===== src/rtl/uart_pkg.sv =====
`default_nettype none
// ============================================================================
// Module  : uart_pkg
// Purpose : Definitions shared by the UART transmit and receive paths:
//           FSM state encoding, frame constants and the baud divider
//           helper function.
// Ports   : none (package)
// Revision: 1.0 - initial release
// ============================================================================
package uart_pkg;

    // Frame format: 8 data bits, 1 stop bit, no parity.
    localparam int c_data_bits = 8;
    localparam int c_stop_bits = 1;

    // Transmit FSM state encoding.
    localparam int              c_state_w = 2;
    localparam logic [1:0]      c_st_idle  = 2'd0;
    localparam logic [1:0]      c_st_start = 2'd1;
    localparam logic [1:0]      c_st_data  = 2'd2;
    localparam logic [1:0]      c_st_stop  = 2'd3;

    // Clock cycles per serial bit, truncated.
    function automatic int baud_div(input int oscrate, input int baudrate);
        return oscrate / baudrate;
    endfunction

endpackage
`default_nettype wire


===== src/rtl/uart_tx_fifo.sv =====
`default_nettype none
// ============================================================================
// Module  : uart_tx_fifo
// Purpose : Synchronous FIFO holding bytes waiting for the transmitter.
//           A push into a full FIFO and a pop from an empty FIFO are
//           ignored. Push and pop in the same cycle leave the count as is.
// Ports   : clk, rst       - clock, synchronous active-high reset
//           i_push         - write i_push_data this cycle
//           i_pop          - discard the head entry this cycle
//           o_head         - current head entry (valid when o_count != 0)
//           o_count        - occupancy, 0..DEPTH
// Revision: 1.0 - initial release
// ============================================================================
module uart_tx_fifo #(
    parameter int DEPTH = 4,
    parameter int WIDTH = 8
) (
    input  logic                     clk,
    input  logic                     rst,
    input  logic                     i_push,
    input  logic [WIDTH-1:0]         i_push_data,
    input  logic                     i_pop,
    output logic [WIDTH-1:0]         o_head,
    output logic [$clog2(DEPTH):0]   o_count
);

    localparam int              c_aw   = $clog2(DEPTH);
    localparam logic [c_aw:0]   c_full = DEPTH[c_aw:0];

    generate
        if ((DEPTH < 2) || ((DEPTH & (DEPTH - 1)) != 0)) begin : g_depth_check
            $error("uart_tx_fifo: DEPTH must be a power of two and at least 2");
        end
    endgenerate

    logic [WIDTH-1:0] r_mem [DEPTH];
    logic [c_aw-1:0]  r_wr_ptr;
    logic [c_aw-1:0]  r_rd_ptr;
    logic [c_aw:0]    r_count;
    logic             w_push;
    logic             w_pop;

    assign w_push  = i_push & (r_count != c_full);
    assign w_pop   = i_pop  & (r_count != '0);
    assign o_head  = r_mem[r_rd_ptr];
    assign o_count = r_count;

    // Pointers are exactly c_aw bits wide, so they wrap modulo DEPTH.
    always_ff @(posedge clk) begin
        if (rst) begin
            r_wr_ptr <= '0;
            r_rd_ptr <= '0;
            r_count  <= '0;
        end else begin
            if (w_push) begin
                r_wr_ptr <= r_wr_ptr + 1'b1;
            end
            if (w_pop) begin
                r_rd_ptr <= r_rd_ptr + 1'b1;
            end
            case ({w_push, w_pop})
                2'b10:   r_count <= r_count + 1'b1;
                2'b01:   r_count <= r_count - 1'b1;
                default: r_count <= r_count;
            endcase
        end
    end

    // Storage needs no reset; only the pointers define what is valid.
    always_ff @(posedge clk) begin
        if (w_push) begin
            r_mem[r_wr_ptr] <= i_push_data;
        end
    end

endmodule
`default_nettype wire


===== src/rtl/uart_tx.sv =====
`default_nettype none
// ============================================================================
// Module  : uart_tx
// Purpose : 8N1 UART transmitter, LSB first. Bytes enter a small FIFO over
//           a valid/ready handshake and are shifted out on tx, back to back
//           while the FIFO holds data.
// Ports   : clk, rst       - clock (OSCRATE Hz), synchronous active-high reset
//           tx_data        - byte to send
//           tx_valid       - tx_data valid this cycle
//           tx_ready       - FIFO can accept a byte
//           tx             - registered serial output, idle high
//           busy           - frame in progress or FIFO non-empty
//           fifo_count     - FIFO occupancy
// Revision: 1.0 - initial release
// ============================================================================
module uart_tx
    import uart_pkg::*;
#(
    parameter int OSCRATE    = 12_000_000,
    parameter int BAUDRATE   = 9600,
    parameter int FIFO_DEPTH = 4
) (
    input  logic                          clk,
    input  logic                          rst,
    input  logic [7:0]                    tx_data,
    input  logic                          tx_valid,
    output logic                          tx_ready,
    output logic                          tx,
    output logic                          busy,
    output logic [$clog2(FIFO_DEPTH):0]   fifo_count
);

    localparam int BAUD_DIV   = baud_div(OSCRATE, BAUDRATE);
    localparam int c_cnt_w    = (BAUD_DIV > 2) ? $clog2(BAUD_DIV) : 1;
    localparam int c_cnt_last_i = BAUD_DIV - 1;
    localparam logic [c_cnt_w-1:0] c_cnt_last = c_cnt_last_i[c_cnt_w-1:0];
    localparam int c_idx_w    = $clog2(c_data_bits);
    localparam int c_idx_last_i = c_data_bits - 1;
    localparam logic [c_idx_w-1:0] c_idx_last = c_idx_last_i[c_idx_w-1:0];
    localparam int c_fc_w     = $clog2(FIFO_DEPTH) + 1;
    localparam logic [c_fc_w-1:0] c_full = FIFO_DEPTH[c_fc_w-1:0];

    generate
        if (BAUD_DIV < 2) begin : g_baud_div_check
            $error("uart_tx: OSCRATE/BAUDRATE must be at least 2");
        end
    endgenerate

    logic [c_state_w-1:0] r_state;
    logic [c_state_w-1:0] w_state_nxt;
    logic [c_cnt_w-1:0]   r_baud_cnt;
    logic [c_cnt_w-1:0]   w_baud_cnt_nxt;
    logic [c_idx_w-1:0]   r_bit_idx;
    logic [c_idx_w-1:0]   w_bit_idx_nxt;
    logic [7:0]           r_shift;
    logic [7:0]           w_shift_nxt;
    logic                 r_tx;
    logic                 w_tx_nxt;
    logic                 w_pop;
    logic                 w_push;
    logic                 w_bit_done;
    logic                 w_fifo_empty;
    logic [7:0]           w_head;
    logic [c_fc_w-1:0]    w_fifo_count;

    // Ready follows the registered count only, so a full FIFO refuses a
    // push even in a cycle where the FSM pops.
    assign tx_ready     = ~rst & (w_fifo_count != c_full);
    assign w_push       = tx_valid & tx_ready;
    assign w_fifo_empty = (w_fifo_count == '0);
    assign w_bit_done   = (r_baud_cnt == c_cnt_last);
    assign tx           = r_tx;
    assign busy         = (r_state != c_st_idle) | ~w_fifo_empty;
    assign fifo_count   = w_fifo_count;

    uart_tx_fifo #(
        .DEPTH (FIFO_DEPTH),
        .WIDTH (8)
    ) u_fifo (
        .clk         (clk),
        .rst         (rst),
        .i_push      (w_push),
        .i_push_data (tx_data),
        .i_pop       (w_pop),
        .o_head      (w_head),
        .o_count     (w_fifo_count)
    );

    always_ff @(posedge clk) begin
        if (rst) begin
            r_state    <= c_st_idle;
            r_baud_cnt <= '0;
            r_bit_idx  <= '0;
            r_shift    <= '0;
            r_tx       <= 1'b1;
        end else begin
            r_state    <= w_state_nxt;
            r_baud_cnt <= w_baud_cnt_nxt;
            r_bit_idx  <= w_bit_idx_nxt;
            r_shift    <= w_shift_nxt;
            r_tx       <= w_tx_nxt;
        end
    end

    // The baud counter is zeroed whenever a bit starts, so each bit lasts
    // exactly BAUD_DIV cycles measured from the frame's own start.
    always_comb begin
        w_state_nxt    = r_state;
        w_baud_cnt_nxt = r_baud_cnt + 1'b1;
        w_bit_idx_nxt  = r_bit_idx;
        w_shift_nxt    = r_shift;
        w_tx_nxt       = r_tx;
        w_pop          = 1'b0;

        case (r_state)
            c_st_idle: begin
                w_tx_nxt       = 1'b1;
                w_baud_cnt_nxt = '0;
                if (!w_fifo_empty) begin
                    w_pop       = 1'b1;
                    w_shift_nxt = w_head;
                    w_tx_nxt    = 1'b0;
                    w_state_nxt = c_st_start;
                end
            end
            c_st_start: begin
                if (w_bit_done) begin
                    w_baud_cnt_nxt = '0;
                    w_tx_nxt       = r_shift[0];
                    w_bit_idx_nxt  = '0;
                    w_state_nxt    = c_st_data;
                end
            end
            c_st_data: begin
                if (w_bit_done) begin
                    w_baud_cnt_nxt = '0;
                    if (r_bit_idx == c_idx_last) begin
                        w_tx_nxt    = 1'b1;
                        w_state_nxt = c_st_stop;
                    end else begin
                        w_shift_nxt   = r_shift >> 1;
                        w_tx_nxt      = r_shift[1];
                        w_bit_idx_nxt = r_bit_idx + 1'b1;
                    end
                end
            end
            c_st_stop: begin
                if (w_bit_done) begin
                    w_baud_cnt_nxt = '0;
                    if (!w_fifo_empty) begin
                        // Back-to-back: next start bit follows the stop bit
                        // with no idle cycle in between.
                        w_pop       = 1'b1;
                        w_shift_nxt = w_head;
                        w_tx_nxt    = 1'b0;
                        w_state_nxt = c_st_start;
                    end else begin
                        w_state_nxt = c_st_idle;
                    end
                end
            end
            default: begin
                w_tx_nxt       = 1'b1;
                w_baud_cnt_nxt = '0;
                w_state_nxt    = c_st_idle;
            end
        endcase
    end

endmodule
`default_nettype wire

===== config.mk =====
export PLATFORM = sky130hd
export DESIGN_NAME = uart_tx
export DESIGN_NICKNAME = d
export VERILOG_FILES = /design/src/rtl/uart_pkg.sv /design/src/rtl/uart_tx_fifo.sv /design/src/rtl/uart_tx.sv
export SDC_FILE = /design/constraint.sdc
export NUM_CORES = 1
export LEC_CHECK = 0
export CELL_PAD_IN_SITES_DETAIL_PLACEMENT = 1
export CELL_PAD_IN_SITES_GLOBAL_PLACEMENT = 1
export CORE_ASPECT_RATIO = 0.9
export CORE_MARGIN = 2
export CORE_UTILIZATION = 52
export CTS_CLUSTER_DIAMETER = 150
export DETAILED_ROUTE_END_ITERATION = 6
export GPL_TIMING_DRIVEN = 0
export PLACE_DENSITY = 0.85
export SLEW_MARGIN = 20
export SYNTH_ARGS = -nofsm -noshare
export SYNTH_HDL_FRONTEND = slang
export SYNTH_HIERARCHICAL = 1
export SYNTH_SLANG_ARGS = --single-unit

===== constraint.sdc =====
create_clock -name clk -period 7.67 [get_ports clk]
set_input_delay 1.534 -clock clk [delete_from_list [all_inputs] [get_ports clk]]
set_output_delay 1.534 -clock clk [all_outputs]
set_load 0.05 [all_outputs]

Fig. 1: run 1, pin map
Bar = 20 µm. Pins as bars across the die edge, other pins in gray.
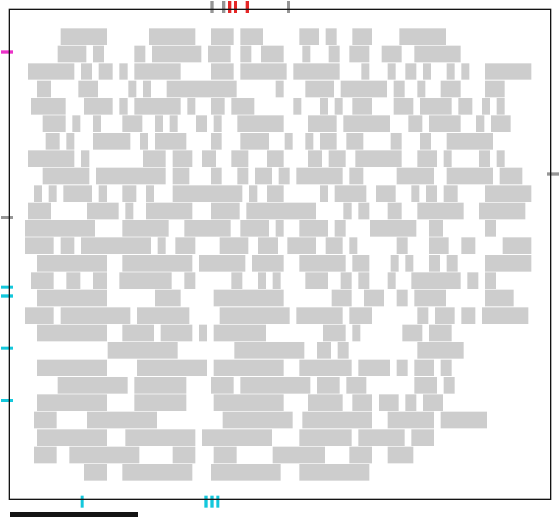
legend:
  cyan:
    port: tx_data
    pins: 8
    direction: input
    edge: 4 left, 4 bottom
  magenta:
    port: clk
    pins: 1
    direction: input
    edge: left
  red:
    port: fifo_count
    pins: 3
    direction: output
    edge: top
Die Width: 84.3 µm
I/O Buffers: 15
die y size: 76.2 µm

Fig. 2: run 1, cell outlines without signal wires
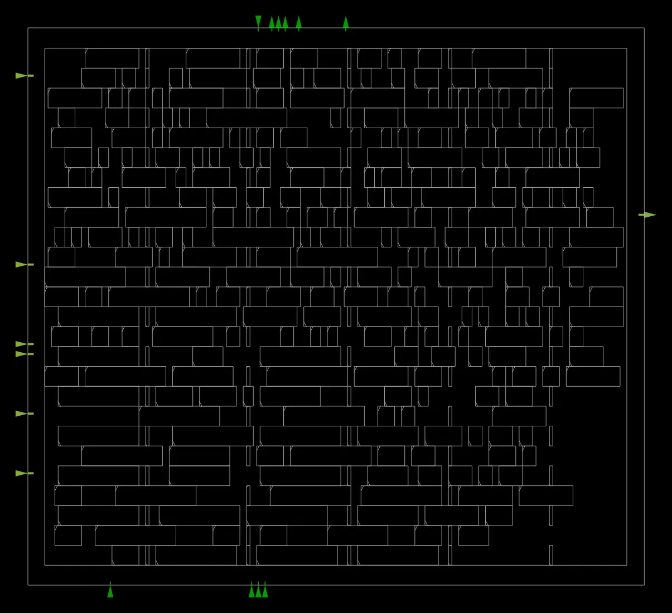
fillers: 577
Tapcells: 70
Post-Layout Cell Count: 344
FFs & Latches: 66
Seq area share: 48.0%

==> Slide: Implementation Results, run 1 <==
Physical Implementation Snapshot

Logic synthesis
  – Syn Area/Cell: 12.4 µm²
  – Top-count cell post-synth: dfxtp_1
  – Seq/Total Area, Yosys: 54.4%
  – Synth area leaders: edfxtp_1 (32%), dfxtp_1 (23%), ha_1 (6.2%)
  – Adder-cell share of the synthesized area: 6.89%
  – Yosys top cell area share: 31.9%
  – Chip area in the Yosys report: a little over 3000 µm²
  – Mux frac, synth: 9.13%
  – Share of flip-flops with an asynchronous set or reset: 0%
  – Yosys cell count: between 200 and 250
  – Basic Gates by Area: 10.7%
  – Net Count, Synth: 270
  – Synth Area in Compound Gates: 11.4%
  – Synth cell count leaders: dfxtp_1 (34), edfxtp_1 (32), nor2_1 (22), a21oi_1 (18), ha_1 (15)
  – Post-synth EDFFs: 32
  – Post-Syn Area: 3020 µm²
  – Logic family by area: AND-OR/OR-AND gates

Cells and area
  – Dominant logic cell types in the final layout: dfxtp_1 (34), edfxtp_1 (32), nor2_1 (22), a21oi_1 (18)
  – Nonclk inv count: 12
  – Max FFs per register: 32
  – ClkCell Share: 4.94%
  – Commonest Layout Cell: dfxtp_1
  – Fraction of layout cells with a size suffix above 1: between 10 and 15%
  – Final Util: 60.8%
  – Final Cell Area: 3420 µm²
  – Final #Nets: 296
  – Non-clock buffer area fraction after layout: 6.11%

Floorplan
  – Top Ports: 17
  – FP Rows: 26
  – Die area: 6420 µm²

Worst setup path
  – Crit. Startpoint: rst
  – CP Cell Sequence: clkbuf_1, a21oi_1, clkdlybuf4s50_1
  – Arrival @ worst endpoint: 2800 ps
  – Slowest stage cell, crit path: clkdlybuf4s50_1
  – Max stage delay on crit path: approximately 830 ps
  – Stages on the worst setup path: 3
  – Setup crit end: tx_ready
  – Worst path required time: roughly 6000 ps

Route
  – Drt pass-1 iters: 4
  – Highest metal used: met4
  – Via count: between 1.5k and 2k
  – Met3 Wirelength: 183 µm
  – Routed WL per cell: 18.6 µm

Final timing
  – Final-report hold violation count: 0
  – Slew @ Worst Pin: 660 ps
  – RSZ-0062 raised after global routing: false
  – Period utilization: 56.5%
  – Worst Skew: 4.60 ps
  – Hold slack: 487 ps
  – Final setup TNS: 0 ps
  – Slew Limit Fails: 0

Global routing
  – Largest net degree at the start of global routing: 13
  – First-pass GRT wire length: 11,000 µm
  – Grt peak-use layer: met2
  – Initial antenna violation count: 0

Hold path
  – Hold path depth: 2
  – Worst hold start: r_bit_idx[1]$_SDFFE_PP0P_
  – HP Class: register to register

Clocking
  – Clk buf depth: 2
  – TritonCTS buffer count: 9
  – CTS Sinks: 66

Power and ir drop
  – NetSw: 0.000343 W
  – Total power: between 0.0009 and 0.001 W
  – Leakage: roughly 1.1 nW

Status
  – Status: finished clean

Run
  – Maximum capacitance violations: 0
Fig. 3: run 1, zoomed window
Window x 53 to 73, y 47 to 67 µm. Cells in gray, sequential cells in the stronger gray; small squares are vias.
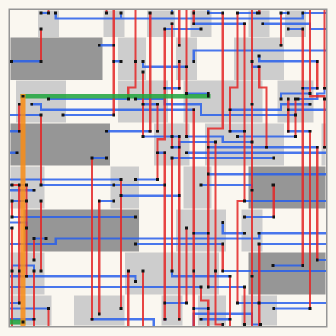
legend:
  green:
    layer: met3
  blue:
    layer: met1
  red:
    layer: met2
  orange:
    layer: met4
sequential cells in the window: 5
cells with their middle in the window: 32
most frequent: nor2_1 (6), dfxtp_1 (5), xnor2_1 (3)
netlist names of flops here include: r_baud_cnt (4), tx (1)

Fig. 4: run 1, cell sizes after repair
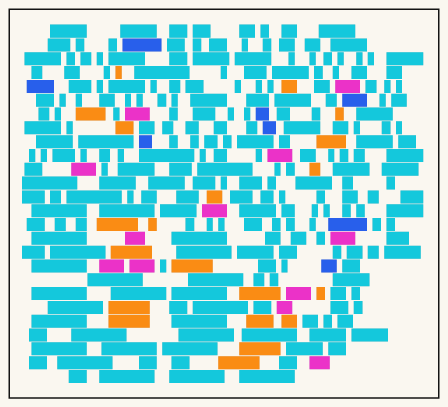

--- run 2 (diff from run 1) ---
Settings changed: CORE_UTILIZATION 52 to 44, PLACE_DENSITY 0.85 to 0.76.
Clock period 7.67 ns to 3.8 ns, I/O delays scaled along.
Fig. 5: run 2, cell sizes after repair
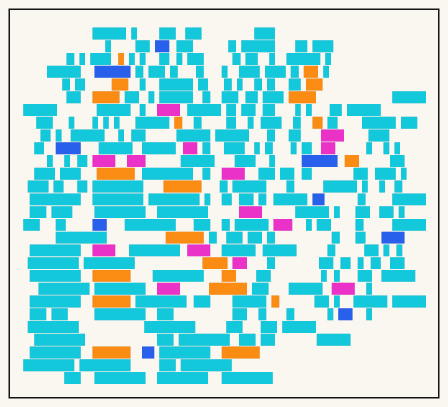
legend:
  orange:
    size: drive 2
    cells: 20
    share: 7.3%
    most_used: mux4_2
  blue:
    size: drive 3 to 4
    cells: 9
    share: 3.3%
    most_used: clkinv_4
  magenta:
    size: drive 6 and up
    cells: 14
    share: 5.1%
    most_used: clkbuf_8
  cyan:
    size: drive 1 or less
    cells: 231
    share: 84%
    most_used: dfxtp_1
setup ws final: 316 ps
Signal buffers: 25
Final Cell Area: 3470 µm²

Fig. 6: run 2, local utilization
9 x 8 tiles, from white (low) to dark blue (high), 0 to 100% covered.
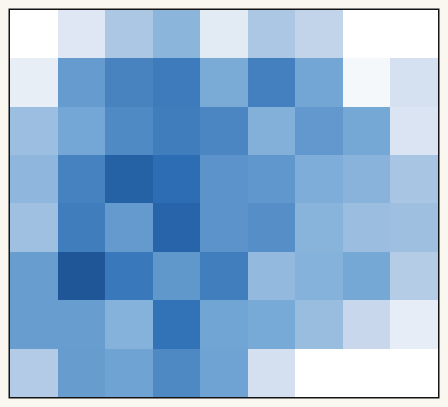
fullest tile: 85%
nearly empty tiles: 8.3%
tiles over 75% full: 5.6%
emptiest ninth of the die: bottom right
Init Core Util: 45.5%
Core ar.: 6620 µm²

==> Slide: Implementation Results, run 2 <==
Physical Implementation Snapshot

Logic synthesis
  – Yosys top cell area share: a little under a third
  – Synth Area in Compound Gates: 11.4%
  – Adder-cell share of the synthesized area: 6.89%
  – Basic Gates by Area: 10.7%
  – Synth area leaders: edfxtp_1 (32%), dfxtp_1 (23%), ha_1 (6.2%)
  – Post-synth EDFFs: 32
  – Synth cell count leaders: dfxtp_1 (34), edfxtp_1 (32), nor2_1 (22), a21oi_1 (18), ha_1 (15)
  – Net Count, Synth: 270
  – Chip area in the Yosys report: roughly 3000 µm²
  – Mux frac, synth: 9.13%
  – Top-count cell post-synth: dfxtp_1
  – Seq/Total Area, Yosys: 54.4%
  – Post-Syn Area: 3020 µm²
  – Yosys cell count: 243
  – Syn Area/Cell: around 12 µm²

Worst setup path
  – Slowest stage cell, crit path: or3b_2
  – Stages on the worst setup path: 12
  – CP Cell Sequence: ha_1, or3b_2, nor3_2, a21oi_1, nor3_1, o31a_2, ha_1, inv_1, fa_1, xor2_1, or3_1, a21oi_1
  – Setup crit end: u_fifo/o_count[2]$_SDFFE_PP0P_
  – Worst path required time: 4070 ps
  – Max stage delay on crit path: 530 ps

Status
  – Status: finished clean

Hold path
  – Worst hold start: r_bit_idx[1]$_SDFFE_PP0P_
  – HP Class: register to register
  – Hold path depth: 2

Global routing
  – Grt peak-use layer: met2
  – Largest net degree at the start of global routing: 15
  – First-pass GRT wire length: between 9000 and 10,000 µm
  – Initial antenna violation count: 0

Power and ir drop
  – NetSw: 0.000710 W
  – Leakage: 1.15 nW

Final timing
  – Final setup TNS: 0 ps
  – Slew Limit Fails: 0
  – Final-report hold violation count: 0
  – RSZ-0062 raised after global routing: false
  – Period utilization: 91.7%
  – Hold slack: 507 ps

Floorplan
  – FP Rows: 28
  – Die area: 7530 µm²
  – Die Width: 91.3 µm
  – Die y size: between 80 and 90 µm

Cells and area
  – Final #Nets: 296
  – Fraction of layout cells with a size suffix above 1: between 15 and 20%
  – Nonclk inv count: 12
  – Fillers: 692
  – Post-Layout Cell Count: 364
  – Seq area share: about 47%
  – Commonest Layout Cell: dfxtp_1
  – Non-clock buffer area fraction after layout: under 10%
  – FFs & Latches: roughly 66

Route
  – Highest metal used: met4
  – Routed WL per cell: around 16 µm
  – Met3 Wirelength: 216 µm
  – Via count: 1,942

Run
  – Maximum capacitance violations: 0

Placement
  – I/O Buffers: 15

Clocking
  – Clk buf depth: 2
  – CTS Sinks: ~66
Fig. 7: run 2, pin map
Bar = 20 µm. Pins as bars across the die edge, other pins in gray.
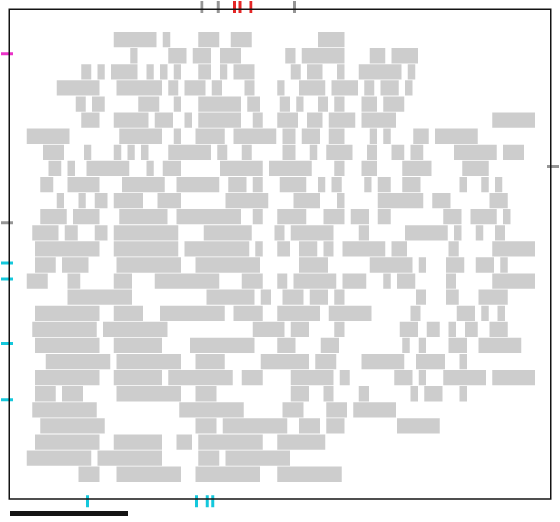

--- run 3 (diff from run 2) ---
Settings changed: CELL_PAD_IN_SITES_GLOBAL_PLACEMENT 1 to 2, CORE_UTILIZATION 44 to 37, RECOVER_POWER from default to 25.
Fig. 8: run 3, pin map
Bar = 20 µm. Pins as bars across the die edge, other pins in gray.
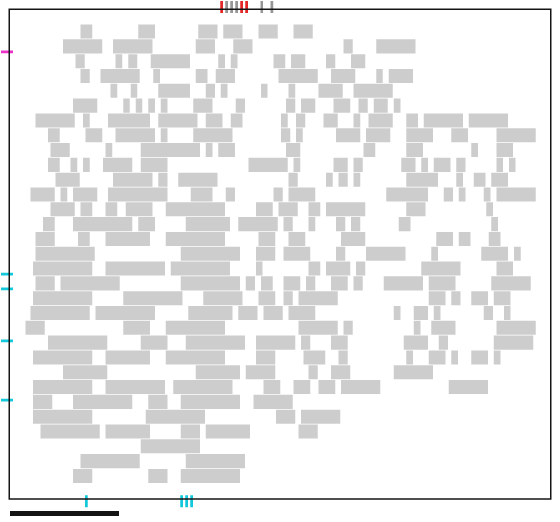
legend:
  cyan:
    port: tx_data
    pins: 8
    direction: input
    edge: 4 left, 4 bottom
  magenta:
    port: clk
    pins: 1
    direction: input
    edge: left
  red:
    port: fifo_count
    pins: 3
    direction: output
    edge: top
all pins by edge: 8 top, 5 left, 4 bottom
die y size: 89.6 µm
Die Width: 99.2 µm

Fig. 9: run 3, zoomed window
Window x 64 to 84, y 57 to 77 µm. Cells in gray, sequential cells in the stronger gray; small squares are vias.
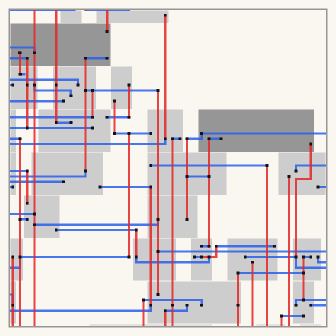
legend:
  red:
    layer: met2
  blue:
    layer: met1
cells with their middle in the window: 18
most frequent: xnor2_1 (2), ha_1 (2), dfxtp_1 (2)
sequential cells in the window: 2
netlist names of flops here include: r_baud_cnt (1), r_state (1)

==> Slide: Implementation Results, run 3 <==
Physical Implementation Snapshot

Status
  – Status: finished clean

Clocking
  – Clk buf depth: 2
  – CTS Sinks: 66

Floorplan
  – Core ar.: 7990 µm²
  – Init Core Util: 37.7%
  – Top Ports: 17
  – Tapcells: slightly below 100

Route
  – Drt pass-1 iters: 4
  – Via count: 1,910
  – Highest metal used: met4
  – Met3 Wirelength: 126 µm

Cells and area
  – Final Cell Area: 3500 µm²
  – Fillers: 870
  – Signal buffers: 25
  – Seq area share: a little under half
  – Max FFs per register: 32
  – Nonclk inv count: 12
  – Commonest Layout Cell: dfxtp_1
  – Final Util: 43.8%
  – Dominant logic cell types in the final layout: dfxtp_1 (34), edfxtp_1 (32), nor2_1 (22), a21oi_1 (18), ha_1 (15)
  – Non-clock buffer area fraction after layout: between 5 and 6%
  – Post-Layout Cell Count: between 300 and 400

Global routing
  – Initial antenna violation count: 0
  – Largest net degree at the start of global routing: 14

Final timing
  – Setup ws final: approximately 340 ps
  – Worst Skew: 8.34 ps
  – Period utilization: 91.0%
  – Hold slack: 480 ps
  – RSZ-0062 raised after global routing: false
  – Slew Limit Fails: 0

Power and ir drop
  – NetSw: approximately 0.00069 W

Worst setup path
  – Slowest stage cell, crit path: or3b_2
  – Arrival @ worst endpoint: 3730 ps
  – Crit. Startpoint: r_baud_cnt[0]$_SDFF_PP0_
  – Worst path required time: 4070 ps
  – Setup crit end: u_fifo/o_count[2]$_SDFFE_PP0P_
  – CP Cell Sequence: ha_1, or3b_2, nor3_2, a21oi_1, nor3_1, o31a_2, ha_1, inv_1, fa_1, xor2_1, or3_1, a21oi_1
  – Stages on the worst setup path: 12

Hold path
  – Worst hold start: r_bit_idx[2]$_SDFFE_PP0P_
  – HP Class: register to register

Logic synthesis
  – Synth area leaders: edfxtp_1 (32%), dfxtp_1 (23%), ha_1 (6.2%)
  – Mux frac, synth: under 10%
  – Logic family by area: AND-OR/OR-AND gates
  – Post-synth EDFFs: 32
  – Seq/Total Area, Yosys: a little over half
  – Synth cell count leaders: dfxtp_1 (34), edfxtp_1 (32), nor2_1 (22), a21oi_1 (18), ha_1 (15)
  – Post-Syn Area: 3020 µm²
  – Net Count, Synth: between 200 and 300

Placement
  – I/O Buffers: 15
Power figures rest on the tool's default switching activity, not on a simulated workload.
